**config.mk**
```make
export PLATFORM = sky130hd
export DESIGN_NAME = stepper_step_gen
export DESIGN_NICKNAME = d
export VERILOG_FILES = /design/src/rtl/stepper_pkg.sv /design/src/rtl/stepper_period_timer.sv /design/src/rtl/stepper_step_gen.sv
export SDC_FILE = /design/constraint.sdc
export NUM_CORES = 1
export LEC_CHECK = 0
export CAP_MARGIN = 20
export CORE_ASPECT_RATIO = 0.75
export CORE_MARGIN = 8
export CORE_UTILIZATION = 60
export DETAILED_ROUTE_END_ITERATION = 7
export HOLD_SLACK_MARGIN = 0.05
export PLACE_DENSITY = 0.82
export SLEW_MARGIN = 15
export SYNTH_ARGS = -nofsm -noshare
export SYNTH_HDL_FRONTEND = slang
export SYNTH_SLANG_ARGS = --single-unit
```
**constraint.sdc**
```tcl
create_clock -name clk -period 6.8 [get_ports clk]
set_input_delay 1.36 -clock clk [delete_from_list [all_inputs] [get_ports clk]]
set_output_delay 1.36 -clock clk [all_outputs]
set_load 0.005 [all_outputs]
```
**src/rtl/stepper_pkg.sv**
```systemverilog
// Shared types and default constants for the stepper step-timing and phase stages.
package stepper_pkg;

    localparam int unsigned CNT_W_DEF = 24;
    localparam int unsigned DIV_W_DEF = 16;

    localparam logic [15:0] START_PERIOD_DEF = 16'd2000;
    localparam logic [15:0] RAMP_DEC_DEF     = 16'd4;

    typedef enum logic [1:0] {
        IDLE   = 2'd0,
        ACCEL  = 2'd1,
        CRUISE = 2'd2,
        DECEL  = 2'd3
    } step_state_t;

    // Phase-state encoding used by the downstream phase next-state stage.
    typedef enum logic [1:0] {
        PH_A = 2'd0,
        PH_B = 2'd1,
        PH_C = 2'd2,
        PH_D = 2'd3
    } phase_t;

endpackage

```
**src/rtl/stepper_period_timer.sv**
```systemverilog
// Step-interval down-counter: expire_c is high in the cycle a step must be scheduled,
// load_val cycles after the load (including the load cycle itself for load_val == 1).
module stepper_period_timer #(
    parameter int unsigned DIV_W = 16
) (
    input  logic             clk,
    input  logic             rst,
    input  logic             load,
    input  logic [DIV_W-1:0] load_val,
    output logic             expire_c
);

    logic [DIV_W-1:0] cnt;

    always_ff @(posedge clk) begin
        if (rst) begin
            cnt <= '0;
        end else if (load) begin
            cnt <= load_val - DIV_W'(1);
        end else if (cnt != '0) begin
            cnt <= cnt - DIV_W'(1);
        end
    end

    assign expire_c = load ? (load_val == DIV_W'(1)) : (cnt == DIV_W'(1));

endmodule

```
**src/rtl/stepper_step_gen.sv**
```systemverilog
// Move-command step generator: trapezoidal/triangular period ramp driving one-cycle
// step_en pulses with a latched direction.
module stepper_step_gen
    import stepper_pkg::*;
#(
    parameter int unsigned      CNT_W        = CNT_W_DEF,
    parameter int unsigned      DIV_W        = DIV_W_DEF,
    parameter logic [DIV_W-1:0] START_PERIOD = DIV_W'(START_PERIOD_DEF),
    parameter logic [DIV_W-1:0] RAMP_DEC     = DIV_W'(RAMP_DEC_DEF)
) (
    input  logic             clk,
    input  logic             rst,
    input  logic             cmd_valid,
    output logic             cmd_ready,
    input  logic [CNT_W-1:0] cmd_steps,
    input  logic             cmd_dir,
    input  logic [DIV_W-1:0] cmd_period,
    input  logic             abort,
    output logic             step_en,
    output logic             step_dir,
    output logic             busy,
    output logic             done,
    output logic             aborted,
    output logic [CNT_W-1:0] steps_left
);

    step_state_t      state_q, state_d;
    logic [DIV_W-1:0] cur_q, cur_d, tgt_q, tgt_d;
    logic [DIV_W-1:0] cur_up, cur_dn, period_clamped, load_val;
    logic [CNT_W-1:0] ramp_q, ramp_d, steps_d, r_dec;
    logic             dir_d, done_d, aborted_d, load;
    logic             accept, fire, expire_c, plain_cruise;

    assign cmd_ready      = (state_q == IDLE) && !rst;
    assign accept         = cmd_valid && cmd_ready;
    assign period_clamped = (cmd_period == '0) ? DIV_W'(1) : cmd_period;
    assign r_dec          = steps_left - CNT_W'(1);
    // A cruise entered directly (target not faster than standstill) never ramps.
    assign plain_cruise   = (state_q == CRUISE) && (ramp_q == '0);

    assign cur_dn = ((cur_q > tgt_q) && ((cur_q - tgt_q) > RAMP_DEC)) ?
                    (cur_q - RAMP_DEC) : tgt_q;
    assign cur_up = ((cur_q < START_PERIOD) && ((START_PERIOD - cur_q) > RAMP_DEC)) ?
                    (cur_q + RAMP_DEC) : START_PERIOD;

    // Abort while moving drops the pulse the timer would schedule this cycle.
    assign fire = expire_c && ((state_q == IDLE) ? load : !abort);

    stepper_period_timer #(
        .DIV_W (DIV_W)
    ) u_timer (
        .clk      (clk),
        .rst      (rst),
        .load     (load),
        .load_val (load_val),
        .expire_c (expire_c)
    );

    // Next-state, ramp arithmetic and timer reload.
    always_comb begin
        state_d   = state_q;
        steps_d   = steps_left;
        cur_d     = cur_q;
        ramp_d    = ramp_q;
        tgt_d     = tgt_q;
        dir_d     = step_dir;
        done_d    = 1'b0;
        aborted_d = 1'b0;
        load      = 1'b0;
        load_val  = cur_q;
        case (state_q)
            IDLE: begin
                if (accept) begin
                    steps_d = cmd_steps;
                    dir_d   = cmd_dir;
                    tgt_d   = period_clamped;
                    cur_d   = START_PERIOD;
                    ramp_d  = '0;
                    if (cmd_steps == '0) begin
                        done_d = 1'b1;
                    end else begin
                        state_d  = (period_clamped < START_PERIOD) ? ACCEL : CRUISE;
                        load     = 1'b1;
                        load_val = START_PERIOD;
                    end
                end
            end
            default: begin
                if (abort) begin
                    state_d   = IDLE;
                    done_d    = 1'b1;
                    aborted_d = 1'b1;
                    if (step_en) begin
                        steps_d = r_dec;
                    end
                end else if (step_en) begin
                    steps_d = r_dec;
                    if (r_dec == '0) begin
                        state_d = IDLE;
                        done_d  = 1'b1;
                    end else begin
                        if (!plain_cruise && (r_dec <= ramp_q)) begin
                            state_d = DECEL;
                            cur_d   = cur_up;
                            ramp_d  = (ramp_q == '0) ? '0 : (ramp_q - CNT_W'(1));
                        end else if (state_q == ACCEL) begin
                            cur_d  = cur_dn;
                            ramp_d = ramp_q + CNT_W'(1);
                            if (cur_dn == tgt_q) begin
                                state_d = CRUISE;
                            end
                        end
                        load     = 1'b1;
                        load_val = cur_d;
                    end
                end
            end
        endcase
    end

    always_ff @(posedge clk) begin
        if (rst) begin
            state_q    <= IDLE;
            cur_q      <= START_PERIOD;
            tgt_q      <= DIV_W'(1);
            ramp_q     <= '0;
            step_en    <= 1'b0;
            step_dir   <= 1'b0;
            busy       <= 1'b0;
            done       <= 1'b0;
            aborted    <= 1'b0;
            steps_left <= '0;
        end else begin
            state_q    <= state_d;
            cur_q      <= cur_d;
            tgt_q      <= tgt_d;
            ramp_q     <= ramp_d;
            step_en    <= fire;
            step_dir   <= dir_d;
            busy       <= (state_d != IDLE);
            done       <= done_d;
            aborted    <= aborted_d;
            steps_left <= steps_d;
        end
    end

endmodule

```
final_placement.png
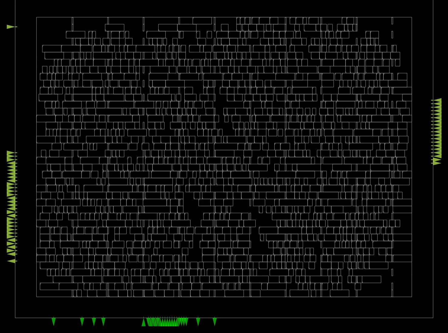
std cell rows: 40
Util after Layout: 67.78%
flop count: 103
n_taps: 210

pins.png
Pins as bars across the die edge, other pins in grey.
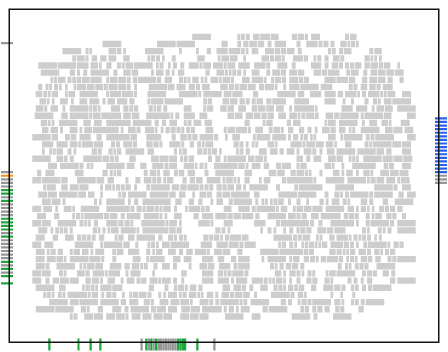
steps_left -> green  # pins 24, direction output, edge 12 bottom, 12 left
cmd_period -> blue  # pins 16, direction input, edge right
abort -> orange  # pins 1, direction input, edge left
Die Ht: 125.8 um
Die X: 162.4 um
port bufs: 74

cell_classes.png
Fill, decap, tap and diode cells in grey.
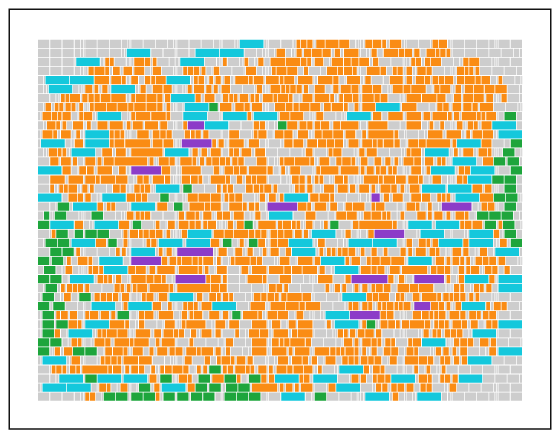
all other logic -> orange  # cells 1128
clock drivers and dummy loads -> purple  # cells 14
flip-flops -> cyan  # cells 103
other buffers and delay cells -> green  # cells 88
Final Cell Area: 10750 um2
Core Box Area: 15870 um2

metal_stack.png
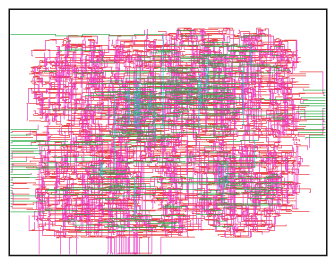
met4 -> cyan  # wire length 424 um
met2 -> magenta  # wire length 12200 um
met3 -> green  # wire length 4480 um
met1 -> red  # wire length 14500 um
via count: 10400
detailed-route wire length: 31.63 mm
All-Layer GR Usage: 30.18%
wire per inst: 20.50 um

clock_map.png
The bar under the picture is 50 um long.
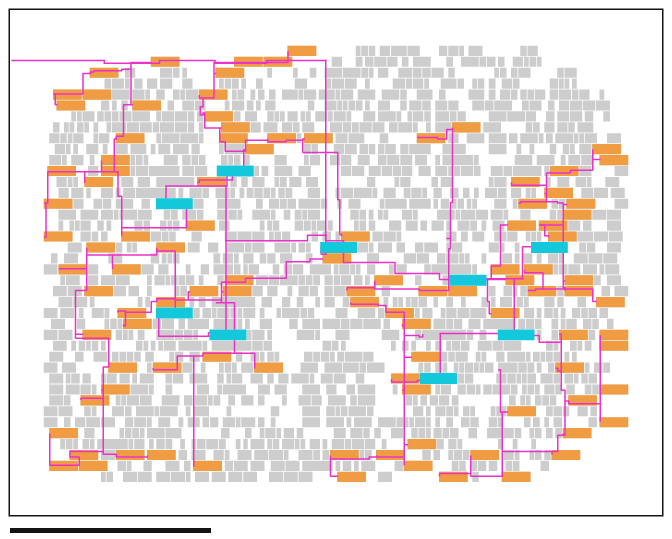
cells driving clock nets -> cyan  # count 9
flip-flops -> orange  # count 103
clock wires -> magenta  # length 1450 um
routed clock nets = 10
flops lie = spread over the die
clock share of power: 26.2%
final setup skew: 10.10 ps
clk pwr: 0.000579 W
clk_lat worst skew: 360 ps

==> metrics.yaml <==
arrival_ps: 6160
p_comb_share_pct: 42.2
seq_area_share_pct: 19.17
cp.required_ps: 7050
fp_nets: 1405
comb_power_w: 0.000933
lay_top_cells: "nor2_1 (147), a21oi_1 (109), dfxtp_1 (103), nand2_1 (101), inv_1 (74)"
status: "finished clean"
ff_type: "dfxtp_1"
max-vdd-ir-drop_mv: 0.1207
place.gp.congestion: 1.001
p_leak_nw: 3.791
edf_count: 0
fa_ha_area_share_pct: 6.826
via_per_inst: 6.738
root_buffer: "clkbuf_16"
end_kind: "flip-flop"
mux_area_share_pct: 0.9473
critPathKind: "reg2reg"
wl_met1_mm: 14.48
ys_sh_simple_pct: 29.51
top_layer: "met4"
cp_slowest_cell: "nor3b_2"
syn2layout_area_growth_pct: 11.54
power_w: 0.002208
p_int_w: 0.001348
ys_cells: 1308
Power is estimated from default activity; no workload was simulated.
